==> config.mk <==
export PLATFORM = sky130hd
export DESIGN_NAME = multicore_sched_flat
export DESIGN_NICKNAME = d
export VERILOG_FILES = /design/src/rtl/multicore_pkg.sv /design/src/rtl/multicore_sched_if.sv /design/src/rtl/multicore_sched_arbiter.sv /design/src/rtl/multicore_sched.sv /design/src/flat_wrapper.sv
export SDC_FILE = /design/constraint.sdc
export NUM_CORES = 1
export LEC_CHECK = 0
export ABC_AREA = 1
export CAP_MARGIN = 10
export CORE_AREA = 10 10 323 325
export DETAILED_ROUTE_END_ITERATION = 16
export DIE_AREA = 0 0 333 335
export GPL_TIMING_DRIVEN = 0
export PLACE_DENSITY = 0.44
export REMOVE_ABC_BUFFERS = 1
export SYNTH_ARGS = -nofsm -noshare
export SYNTH_HDL_FRONTEND = slang
export SYNTH_SLANG_ARGS = --single-unit
==> constraint.sdc <==
create_clock -name clk -period 10.4 [get_ports clk]
set_input_delay 2.08 -clock clk [delete_from_list [all_inputs] [get_ports clk]]
set_output_delay 2.08 -clock clk [all_outputs]
set_load 0.02 [all_outputs]
==> src/rtl/multicore_pkg.sv <==
// Shared types and helpers for the multicore release sequencer and result merger.
package multicore_pkg;
  typedef enum logic [1:0] {HOLD, SEQ, RUN} state_t;

  localparam int VALID_CODE_DEF = 1;

  function automatic int idx_w(input int n);
    return (n > 1) ? $clog2(n) : 1;
  endfunction
endpackage

==> src/rtl/multicore_sched_if.sv <==
// Core-facing buses plus the merged result channel of multicore_sched.
interface multicore_sched_if
  import multicore_pkg::*;
#(
  parameter int N_CORES = 24,
  parameter int DW      = 28,
  parameter int EW      = 4,
  parameter int CNT_W   = 16
);
  localparam int IW = idx_w(N_CORES);

  logic                    restart;
  logic [N_CORES*DW-1:0]   core_out;
  logic [N_CORES*EW-1:0]   core_en;
  logic [N_CORES-1:0]      core_rst;
  logic                    all_running;
  logic signed [DW-1:0]    io_out;
  logic [EW-1:0]           out_en;
  logic                    out_valid;
  logic [IW-1:0]           out_core;
  logic                    collision;
  logic [CNT_W-1:0]        drop_cnt;

  modport master (
    input  restart, core_out, core_en,
    output core_rst, all_running, io_out, out_en, out_valid, out_core,
           collision, drop_cnt
  );

  modport slave (
    output restart, core_out, core_en,
    input  core_rst, all_running, io_out, out_en, out_valid, out_core,
           collision, drop_cnt
  );
endinterface

==> src/rtl/multicore_sched_arbiter.sv <==
// Combinational grant search over the eligible vector, starting at ptr and wrapping.
module ms_arbiter #(
  parameter int N  = 24,
  parameter int IW = 5,
  parameter int CW = 5
) (
  input  logic [N-1:0]  elig,
  input  logic [IW-1:0] ptr,
  output logic          any,
  output logic [IW-1:0] grant,
  output logic [CW-1:0] count
);
  int j;

  always_comb begin
    any   = 1'b0;
    grant = '0;
    count = '0;
    j     = 0;
    for (int i = 0; i < N; i++) count = count + CW'(elig[i]);
    for (int off = 0; off < N; off++) begin
      j = int'(ptr) + off;
      if (j >= N) j = j - N;
      if (!any && elig[j]) begin
        any   = 1'b1;
        grant = IW'(j);
      end
    end
  end
endmodule

==> src/rtl/multicore_sched.sv <==
// Staggered per-core reset release plus a registered merge of the cores' result streams.
module multicore_sched
  import multicore_pkg::*;
#(
  parameter int N_CORES    = 24,
  parameter int DW         = 28,
  parameter int EW         = 4,
  parameter int VALID_CODE = VALID_CODE_DEF,
  parameter int STAGGER    = 18,
  parameter int RR_MODE    = 0,
  parameter int CNT_W      = 16
) (
  input logic              clk,
  input logic              rst,
  multicore_sched_if.master bus
);
  localparam int IW = idx_w(N_CORES);
  localparam int PW = $clog2(N_CORES + 1);
  localparam int SW = $clog2(STAGGER + 1);
  localparam int XW = CNT_W + 8;
  localparam logic [XW-1:0] DMAX = (XW'(1) << CNT_W) - XW'(1);

  state_t             state;
  logic [SW-1:0]      cnt;
  logic [IW-1:0]      idx, rr_ptr, grant;
  logic [PW-1:0]      n_elig;
  logic               any;
  logic [N_CORES-1:0] elig;
  logic [XW-1:0]      drop_sum;
  logic [CNT_W-1:0]   drop_next;

  // Cores still held in reset may drive garbage on their out_en slot.
  always_comb begin
    elig = '0;
    for (int i = 0; i < N_CORES; i++)
      elig[i] = (bus.core_en[i*EW +: EW] == EW'(VALID_CODE)) && !bus.core_rst[i];
  end

  ms_arbiter #(.N(N_CORES), .IW(IW), .CW(PW)) u_arb (
    .elig  (elig),
    .ptr   ((RR_MODE != 0) ? rr_ptr : IW'(0)),
    .any   (any),
    .grant (grant),
    .count (n_elig)
  );

  always_comb begin
    drop_sum  = XW'(bus.drop_cnt) + XW'(n_elig) - XW'(1);
    drop_next = (drop_sum > DMAX) ? DMAX[CNT_W-1:0] : drop_sum[CNT_W-1:0];
  end

  always_ff @(posedge clk) begin
    if (rst || bus.restart) begin
      state           <= HOLD;
      cnt             <= '0;
      idx             <= '0;
      bus.core_rst    <= '1;
      bus.all_running <= 1'b0;
      bus.out_valid   <= 1'b0;
      bus.out_en      <= '0;
      bus.collision   <= 1'b0;
      bus.drop_cnt    <= '0;
      if (rst) begin
        rr_ptr       <= '0;
        bus.io_out   <= '0;
        bus.out_core <= '0;
      end
    end else begin
      case (state)
        HOLD: state <= SEQ;
        SEQ: begin
          bus.core_rst[idx] <= 1'b0;
          if (idx == IW'(N_CORES - 1)) begin
            state           <= RUN;
            bus.all_running <= 1'b1;
          end else if (cnt == SW'(STAGGER - 1)) begin
            cnt <= '0;
            idx <= idx + IW'(1);
          end else begin
            cnt <= cnt + SW'(1);
          end
        end
        default: ;
      endcase

      bus.out_valid <= any;
      bus.out_en    <= any ? EW'(VALID_CODE) : '0;
      if (any) begin
        bus.io_out   <= bus.core_out[int'(grant)*DW +: DW];
        bus.out_core <= grant;
        rr_ptr       <= (grant == IW'(N_CORES - 1)) ? '0 : grant + IW'(1);
      end
      if (n_elig > PW'(1)) begin
        bus.collision <= 1'b1;
        bus.drop_cnt  <= drop_next;
      end
    end
  end
endmodule

==> src/flat_wrapper.sv <==
// flat-port wrapper written by rule: the top's interface ports become plain ports
module multicore_sched_flat import multicore_pkg::*;
#(
  parameter int N_CORES    = 24,
  parameter int DW         = 28,
  parameter int EW         = 4,
  parameter int VALID_CODE = VALID_CODE_DEF,
  parameter int STAGGER    = 18,
  parameter int RR_MODE    = 0,
  parameter int CNT_W      = 16
)
  (clk, rst, bus_restart, bus_core_out, bus_core_en, bus_core_rst, bus_all_running, bus_io_out, bus_out_en, bus_out_valid, bus_out_core, bus_collision, bus_drop_cnt);
  multicore_sched_if #(.N_CORES(N_CORES), .DW(DW), .EW(EW), .CNT_W(CNT_W)) bus_i ();
  input logic clk;
  input logic rst;
  input wire logic [$bits(bus_i.restart)-1:0] bus_restart;
  input wire logic [$bits(bus_i.core_out)-1:0] bus_core_out;
  input wire logic [$bits(bus_i.core_en)-1:0] bus_core_en;
  output wire logic [$bits(bus_i.core_rst)-1:0] bus_core_rst;
  output wire logic [$bits(bus_i.all_running)-1:0] bus_all_running;
  output wire logic [$bits(bus_i.io_out)-1:0] bus_io_out;
  output wire logic [$bits(bus_i.out_en)-1:0] bus_out_en;
  output wire logic [$bits(bus_i.out_valid)-1:0] bus_out_valid;
  output wire logic [$bits(bus_i.out_core)-1:0] bus_out_core;
  output wire logic [$bits(bus_i.collision)-1:0] bus_collision;
  output wire logic [$bits(bus_i.drop_cnt)-1:0] bus_drop_cnt;
  assign bus_i.restart = bus_restart;
  assign bus_i.core_out = bus_core_out;
  assign bus_i.core_en = bus_core_en;
  assign bus_core_rst = bus_i.core_rst;
  assign bus_all_running = bus_i.all_running;
  assign bus_io_out = bus_i.io_out;
  assign bus_out_en = bus_i.out_en;
  assign bus_out_valid = bus_i.out_valid;
  assign bus_out_core = bus_i.out_core;
  assign bus_collision = bus_i.collision;
  assign bus_drop_cnt = bus_i.drop_cnt;
  multicore_sched #(.N_CORES(N_CORES), .DW(DW), .EW(EW), .VALID_CODE(VALID_CODE), .STAGGER(STAGGER), .RR_MODE(RR_MODE), .CNT_W(CNT_W)) u_core (.clk(clk), .rst(rst), .bus(bus_i));
endmodule
==> run summary, run 1 <==
Update from the flow run.

The flow ran to the end, and the final reports show no timing, DRC or antenna violations. The final worst setup slack is 0.580 ns. The first detailed-routing pass ran for 5 iterations. Counting the inverters off the clock network in the layout gives 510.

TritonCTS built the clock tree. The most popular library cell in the synthesized design by count is sky130_fd_sc_hd__nand3_1. Looking at hold timing, the worst path starts from u_core.bus.core_rst[0]$_SDFFE_PP1P_.

Per the post-synthesis report, the number of cells in the design is 2,450. The largest stage delay on the critical path is 0.60 ns. The portion of the post-synthesis area used by sequential elements is 0.151. The initial antenna violation count is 18. The clock period minus final worst setup slack is 9.82 ns.

The largest net degree at the start of global routing is 138. The number of buffers and inverters on the critical path is 6. The launch point of the critical path is bus_core_en[68].

The master cell of the clock root buffer is sky130_fd_sc_hd__clkbuf_16. The via count of the routed design is 18,500. The via count of the first global-routing pass was 18,900. The die area is 112,000 um^2. The total chip power is 1.17 mW. Fill cells in the final layout number 11,300. The fraction of cell area in multi-input combinational cells is reported as 0.376.

Routability-driven placement finished with a final weighted congestion of 0.820. The flip-flop count of the largest register, all copies and words added is 28. The layout-stage area growth over the synthesis result is 72.4%.

The TritonCTS buffer count is 9. The layout summary lists the proportion of cells stronger than drive strength 1 as 0.0282. The first global-routing pass estimated 133,000 um of wire.

The layout clock buffer count is 10. For this design, the sink count on the clock tree is 88. Per the synthesis report, the adder-cell share of the synthesized area is 0.0450. Per the final report, the share of cell area in clock cells is 0.0118. The script computed the net switching share of total power as 0.280. The post-synth tally of flip-flops with integrated enable is 33.

The well tap count is 1,287. Counting only logic cells after layout, the most numerous master is sky130_fd_sc_hd__clkdlybuf4s50_1. The family of cells with the greatest summed delay on the critical path is adder cells. Counting instances, the worst hold path has a depth of 2. For flop-to-flop paths, the worst setup slack is 2.41 ns. Power spread over the standard cell area amounts to 49.2 nW/um^2.

Counting plain and timing-repair buffers in the layout gives 868. The depth of the critical timing path with buffers and inverters included is 29. The DRC violation total left in the routed layout is recorded as 0. The starting DRC count in detailed routing is 894. In this build the clock could be raised as far as 102 MHz.

For this block, the routed nets add up to 93,800 um of wire. met2 is the most crowded layer. Summed over all nets, wire length on met2 after detailed routing comes to 44,900 um. Of the total power, combinational logic draws 0.384. The critical path's slowest cell is sky130_fd_sc_hd__fa_1. The count of multi-input combinational gates is 1,676. The portion of total power attributed to sequential cells is 0.312. The most repeated library cell on the critical path is sky130_fd_sc_hd__fa_1.

Per the post-CTS timing run, clock transition at the registers of the reported paths is 0.09 ns. STA classifies the critical path endpoint as a register. The mean area per synthesized cell is 5.65 um^2. The floorplan die width is 333 um. The biggest area consumer among synthesized cells is sky130_fd_sc_hd__nand3_1. The deepest level of the CTS H-tree is 3. Note that the worst hold path type here is register to register. The yosys stat chip area is 13,800 um^2. The multi-input gate area in the final layout is 8980 um^2. Of the post-synthesis cell area, the part taken by muxes is 0. The total overflow left after global routing is 0. The core region is 97,800 um^2. The sequential fraction of total cell area is 0.0876.

Per the synthesis report, the XOR/XNOR share of the synthesized area is 0.0190. Setup repair after global routing left no endpoint under its margin. The static leakage power is 10.5 nW. In this run the maximum-capacitance check reported violations numbering 0. Measured on the final layout, buffering overhead outside the clock network stands at 0.375. No sink is reached through more buffers than the 2 on the longest clock path.

The die outline height is 335 um. The routed length on met1 is 39,500 um. The final period utilization is 0.944. The sequential cell count is 88. The registers reported with the highest flop counts are u_core.bus.io_out (28), u_core.bus.core_rst (24), u_core.bus.drop_cnt (16). The pre-CTS setup check shows a worst slack of -0.173 ns. Adding up every negative setup slack in the final design gives 0 ns. The highest supply drop recorded on VDD is 0.0000621 V. For this run, asynchronously set or reset flops after synthesis account for 0. The commonest cells after synthesis are sky130_fd_sc_hd__nand3_1 (585), sky130_fd_sc_hd__inv_1 (504), sky130_fd_sc_hd__nand2_1 (393). The placed instances occupy a cell area of 23,600 um^2. The share of the core area taken by cells at floorplan is 0.142. In the Yosys stats the netlist draws on 45 distinct library cells.

The combined area of all synthesized cells is 13,800 um^2. Per the detail_route log, the uppermost layer with routed signals is met5. The power report puts the net switching power at 0.329 mW.

The total count of hold-check failures in the final report is 0. Summing over the stages, the warning tally comes to 51. The antenna diode count is 11. For the completed layout, the total cell area is recorded as 23,900 um^2. The largest family of logic cells by area is simple AND/OR/NAND/NOR gates.

The startpoint identified for the worst register-to-register timing path is u_core.bus.core_rst[7]$_SDFFE_PP1P_. The number of cells traversed by the worst register-to-register path is 29. The area fraction in compound gates after synthesis is 0.119. met2 track demand over resource after global routing is 0.276. The most critical setup path has its endpoint at u_core.bus.drop_cnt[2]$_SDFFE_PP0N_. Counting flops per register, the top entry is u_core.bus.io_out. In the post-synthesis netlist, the biggest area contributors are sky130_fd_sc_hd__nand3_1 (21%), sky130_fd_sc_hd__inv_1 (14%), sky130_fd_sc_hd__nand2_1 (11%). met3 track demand over resource after global routing is 0.0508. Data arrives at the worst endpoint at 10.13 ns. At the worst endpoint, the required time is 10.71 ns. The met1 usage is 0.191. The net count of the finished layout is 3,963.

STA classifies the critical path startpoint as a primary input. The average via count per standard cell is 4.16. The number of standard cells reported by yosys is 2,450. The internal portion of the total power is 0.846 mW. Per the timing report, the biggest fanout along the worst path comes to 9. The most area-hungry cell class in the final design is combinational gates. The flip-flop and latch count after synthesis is 88. In this run the critical register-to-register path is captured at u_core.bus.drop_cnt[2]$_SDFFE_PP0N_. The warning count from the yosys run is 0. According to the dpl log, the detail-placed design has an HPWL of 75,100 um. The share of total power dissipated in the clock network is 0.304.

Of the total synthesized cell area, the portion taken by AND, OR, NAND and NOR gates is 0.460. By instance count after routing, the leading logic cell types are sky130_fd_sc_hd__clkdlybuf4s50_1 (847), sky130_fd_sc_hd__nand3_1 (585), sky130_fd_sc_hd__inv_1 (502), sky130_fd_sc_hd__nand2_1 (391), sky130_fd_sc_hd__o21ai_0 (139). Looking at the setup timing report, the critical path kind is primary input to register. The amount of wire on met3 after detailed routing is 7770 um.

The sequential standard cell area is 2090 um^2. Across all checked pins, the minimum headroom to the slew limit is 0.197. The fraction of synthesized cell area taken by the top area cell type is 0.211.

The count of nets left with antenna violations once routing finished came out at 0. The hold-critical path endpoint is u_core.bus.core_rst[0]$_SDFFE_PP1P_. The number of failing setup endpoints in the final timing report is 0. The count of hold buffers inserted by post-cts repair is 0. The floorplan has 115 rows.

The slew of the pin with the lowest slew margin is 1.20 ns. The final max-slew violation count is 0. The flip-flop cell with the highest count after synthesis is sky130_fd_sc_hd__dfxtp_1.
run 1: power groups by stage:
stage          clock network, mW  registers [mW]  logic, mW
2_1_floorplan                  0           0.382      0.103
3_3_place_gp                   0           0.374      0.447
3_5_place_dp                   0           0.374      0.452
4_1_cts                    0.381           0.367      0.454
5_1_grt                    0.389           0.367      0.487
6_report                   0.357           0.366      0.450
run 1: through the flow:
stage,utilization,hold WS [ns],std cells
after global routing,0.244,0.497,4454
after floorplan,-,0.450,2274
final,0.244,0.481,4456
after detailed placement,0.241,0.461,4429
after global placement,0.235,0.456,4408
after CTS,0.244,0.479,4445
run 1: repair_timing:
item                                    4_1_cts  5_1_grt
endpoints found under the setup margin        0       16
endpoints found under the hold margin         0        0
resized                                       0        2
buffers inserted                              0        0
### I/O nets highlighted, run 1

(1.5 px per um)
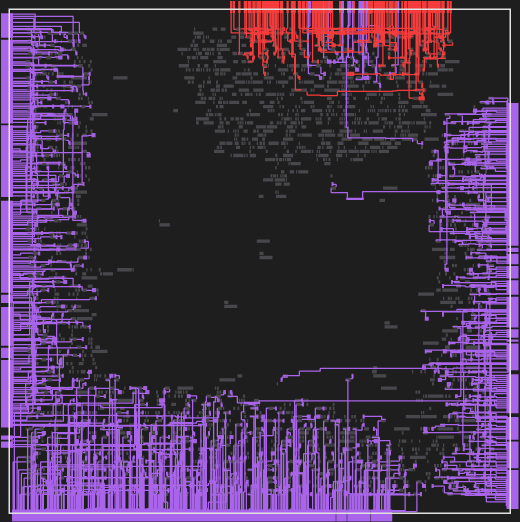
colour	port	direction	edge	end cells	buffers	wire
purple	`bus_core_out`	input	272 south, 199 west, 185 east, 16 north	672	672	30.0 mm
red	`bus_core_en`	input	north	62	96	3,310 um
I/O pin count: 851
Buffers on Ports: 847

### Clock wiring as the flow saved it, run 1

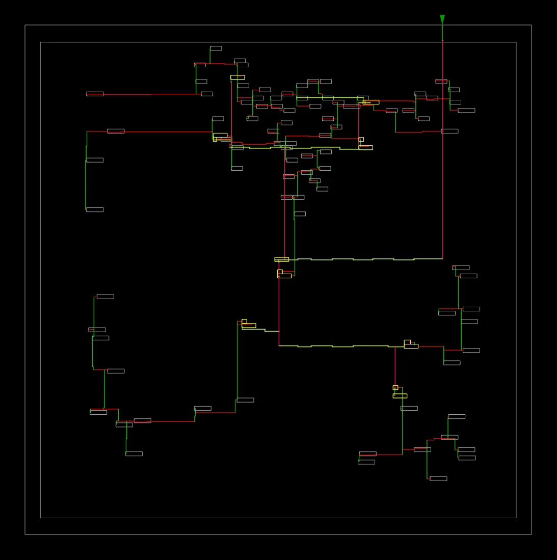
latest clock arrival within the worst-skew pair: 0.40 ns
Worst Clk Skew: 0.0208 ns

### Signal wires by layer, run 1

(1 px per um)
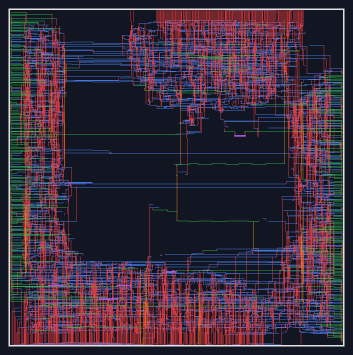
colour	layer	wire length
red	metal 2	44.9 mm
blue	metal 1	39.5 mm
orange	metal 4	1,580 um
green	metal 3	7,770 um
purple	metal 5	74.5 um
wire length per cell after detailed routing: 21.1 um
global router's overall resource usage: 0.160

==> run 1 -> run 2 <==
SLEW_MARGIN = 30   (was unset)
### Sequential cells grouped by signal name, run 2

(1 px per um)
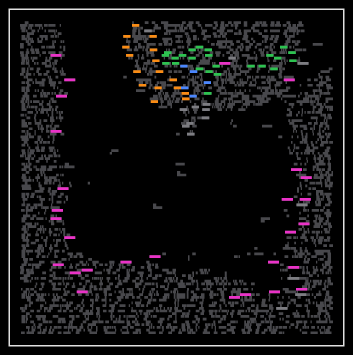
colour	netlist name	flops
blue	`u_core.idx`	5
magenta	`u_core.bus.io_out`	28
green	`u_core.bus.core_rst`	24
orange	`u_core.bus.drop_cnt`	16
not coloured	15
utilization after layout: 0.246
sequential fraction of total cell area: 0.0870

### I/O nets highlighted, run 2

(1.5 px per um)
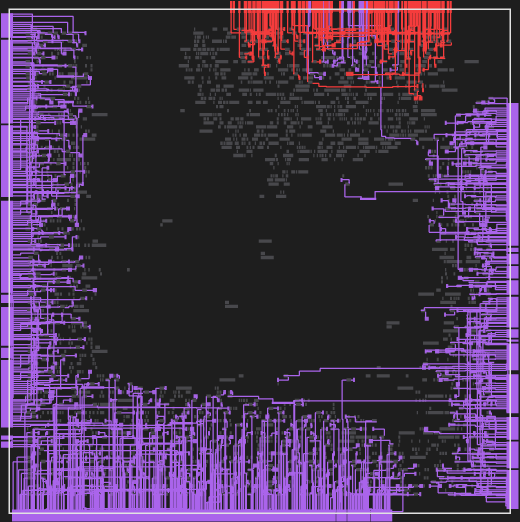
colour	port	direction	edge	end cells	buffers	wire
red	`bus_core_en`	input	north	62	96	3,290 um
purple	`bus_core_out`	input	272 south, 199 west, 185 east, 16 north	672	672	29.8 mm

### Clock wiring as the flow saved it, run 2

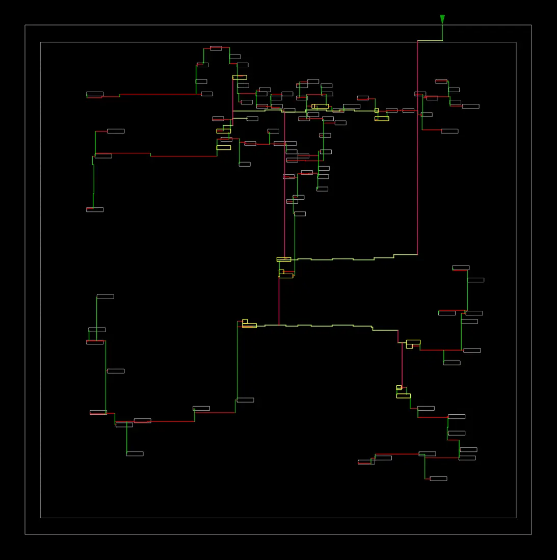
power drawn by the clock network: 0.366 mW
sequential cell count: 88
number of CTS-inserted buffers: 9
clock buffer count in the final layout: 10

==> run 2 against run 1 <==
Register-to-register slack is essentially flat. Largest cell class is now non-clock buffers. Maximum frequency grew 0.31%. Synthesized cell count stayed put. Sequential power barely moved.
==> run summary, run 2 <==
Update from the flow run.

The TritonCTS clock tree is built. In the final run the clock tree shows a worst skew of 0.0232 ns. Ranked by flip-flop count, first place goes to u_core.bus.io_out.

The detailed router finished its first iteration with 1,017 violations. After layout, the worst setup slack is 0.610 ns. The cell sitting at the root of the clock tree is a sky130_fd_sc_hd__clkbuf_16. The floorplan step defined a die boundary enclosing 112,000 um^2. Gates resized during post-CTS repair numbered 0. The highest metal layer carrying signal wires in the routed design is met5. In this run the number of H-tree levels came out at 3. sky130_fd_sc_hd__nand3_1 is the most common cell in the netlist. The power report puts the leakage power at 10.6 nW. The multi-input gate area in the final layout is 8990 um^2. Along the worst path, the maximum fanout reaches 13. The number of warnings reported in the stage logs is 39. The worst hold slack after final layout is 0.477 ns.

The launching point of the worst reg2reg path is u_core.bus.core_rst[7]$_SDFFE_PP1P_. The required time of the worst setup path is 10.71 ns. Subtracting the final worst setup slack from the clock period gives 9.79 ns. The final layout report lists a filler cell count of 11,200.

The port buffer count is 847. On the reported timing paths, the clock transition at the registers reads 0.08 ns. The type recorded for the worst min-delay path is register to register. The total count of hold-check failures in the final report is 0. The number of hold buffers added after CTS was 0. Along the critical path, the tally of buffer and inverter instances is 6. In this run, the synthesized area fraction spent on and/or/nand/nor cells is recorded as 0.460. The finished layout holds 4,461 standard cells, fillers aside. The post-placement cell count is 4,433. According to the dpl log, the detail-placed design has an HPWL of 74,800 um. The maximum clock frequency is 102 MHz. The flip-flop cell with the highest count after synthesis is sky130_fd_sc_hd__dfxtp_1. The flip-flop and latch count after synthesis is 88. The most frequent logic cell in the layout is sky130_fd_sc_hd__clkdlybuf4s50_1.

Per the post-synthesis stats, the area per cell is 5.65 um^2. After synthesis, the most frequently instantiated cells are sky130_fd_sc_hd__nand3_1 (585), sky130_fd_sc_hd__inv_1 (504), sky130_fd_sc_hd__nand2_1 (393). For this block, wires on met1 add up to 39,500 um. The number of cells on the worst reg-to-reg path is 29. The global placement routability congestion is 0.820. In the global route stage, met3 resource usage came out at 0.0514.

The layout-stage area growth over the synthesis result is 73.6%. The minimum setup slack after placement is -0.227 ns. In the global route stage, met1 resource usage came out at 0.189. Counting along the longest clock path gives a buffer depth of 2. The via count of the routed design is 18,500. For this run, the total global-route usage over all layers was measured as 0.158. The die outline height is 335 um. In this run the critical register-to-register path is captured at u_core.bus.drop_cnt[2]$_SDFFE_PP0N_.

The fraction of layout instances using a drive strength above 1 is 0.0307. The element type at the critical path start is a primary input. The antenna diode count is 10. The number of placement rows is 115. Total power normalized to cell area comes to 49.2 nW/um^2. The most common logic cells in the final layout are sky130_fd_sc_hd__clkdlybuf4s50_1 (847), sky130_fd_sc_hd__nand3_1 (585), sky130_fd_sc_hd__inv_1 (502), sky130_fd_sc_hd__nand2_1 (390), sky130_fd_sc_hd__o21ai_0 (139). The completed layout was analyzed and its total power is 1.18 mW.

At the floorplan stage, the core utilization is reported as 0.142. The data arrival time of the critical path is 10.10 ns. The instance count along the most critical hold path is 2. The clock network area share is 0.0124. Per STA, the worst path accumulates the most delay in the family adder cells. The largest stage delay on the critical path is 0.59 ns.

In the post-route report, total wirelength is listed as 93,300 um. The cell internal power dissipation is 0.859 mW. The most repeated library cell on the critical path is sky130_fd_sc_hd__fa_1.

The run finished with clean final reports. The power report attributes to the combinational group a share of 0.380. The final layout contains 3,969 nets. Dividing the detail-routed wire length by the instance count gives 20.9 um.

The part of the total power dissipated in the clock network is 0.310. The highest-utilization routing layer at the global route stage is met2. The synthesized netlist cell count is 2,450. The share of the synthesized netlist area taken by xor and xnor gates is 0.0190. The power report attributes to the sequential group a share of 0.310. The warning count from the yosys run is 0. The initial antenna violation count came to 21. The net load switching power is 0.323 mW.

After detailed routing, the number of vias per cell comes to 4.14. The tightest slew margin relative to the limit is 0.465. The analysis reports a worst IR drop on VDD of 0.0000612 V. The via count of the first global-routing pass is 18,600. The synthesis report gives the async set-or-reset register share as 0. The floorplan report gives the top-level pin count as 851.

The sequential power reported by the tool is 0.367 mW. The main area contributors are sky130_fd_sc_hd__nand3_1 (21%), sky130_fd_sc_hd__inv_1 (14%), sky130_fd_sc_hd__nand2_1 (11%). The portion of the post-synthesis area used by sequential elements is 0.151.

The post-synth tally of flip-flops with integrated enable is 33. The switching share of total power is 0.273. The post-detailed-route count of antenna-violating nets is 0. Synthesis instantiated 45 different standard cells from the library. Across the placement rows, the number of tap cells is 1,287. According to the floorplan report, the placeable core area is 97,800 um^2.

The final sum of negative setup slack is 0 ns. The final timing summary puts the cycle share of the worst path at 0.941. For hold timing, the worst endpoint is u_core.state[1]$_SDFFE_PP0P_. The synthesized-area fraction occupied by adder cells is 0.0450.

1,676 cells are multi-input combinational gates. The most area-hungry cell class in the final design is non-clock buffers. The residual DRC count is 0. The category of the worst setup path capture point is a register. Post-synthesis, Yosys gives the total cell area as 13,800 um^2. The first-pass GRT wire length is 131,000 um. The layout has 874 buffers outside the clock class. At the pin with the least slew margin, the transition time is 0.802 ns. The sequential standard cell area is 2090 um^2. The multi-input combinational area share is 0.374. The combined area of all synthesized cells is 13,800 um^2.

The post-route cell area is 24,000 um^2. The timing report shows that the slowest cell on the worst path is sky130_fd_sc_hd__fa_1. The type of the worst setup path is primary input to register. Among the non-sequential cells, simple AND/OR/NAND/NOR gates take the most area. The area fraction in compound gates after synthesis is 0.119. The post-place instance area is 23,700 um^2. The first TritonRoute pass finished after 6 iterations.

The share of synthesized area in the top cell type comes to 0.211. The clock latency of the later-clocked register in the worst-skew pair is 0.40 ns. The non-clock buffering overhead in the final layout is 0.378.
-- run 2: cell counts after synthesis --
Identical to the previous run, type by type.
-- run 2: worst max path at each step --
stage,slack [ns],end,cells past startpoint,startpoint
3_3_place_gp,-8.37,u_core.bus.io_out[3]$_SDFFCE_PP0P_,26,bus_core_en[0]
3_5_place_dp,-0.23,u_core.bus.drop_cnt[15]$_SDFFE_PP0N_,29,bus_core_en[68]
2_1_floorplan,0.03,u_core.bus.io_out[10]$_SDFFCE_PP0P_,25,bus_core_en[4]
4_1_cts,0.16,u_core.bus.drop_cnt[15]$_SDFFE_PP0N_,29,bus_core_en[68]
5_1_grt,0.07,u_core.bus.drop_cnt[3]$_SDFFE_PP0N_,29,bus_core_en[84]
6_report,0.61,u_core.bus.drop_cnt[2]$_SDFFE_PP0N_,29,bus_core_en[68]
Power is estimated from default activity; no workload was simulated.
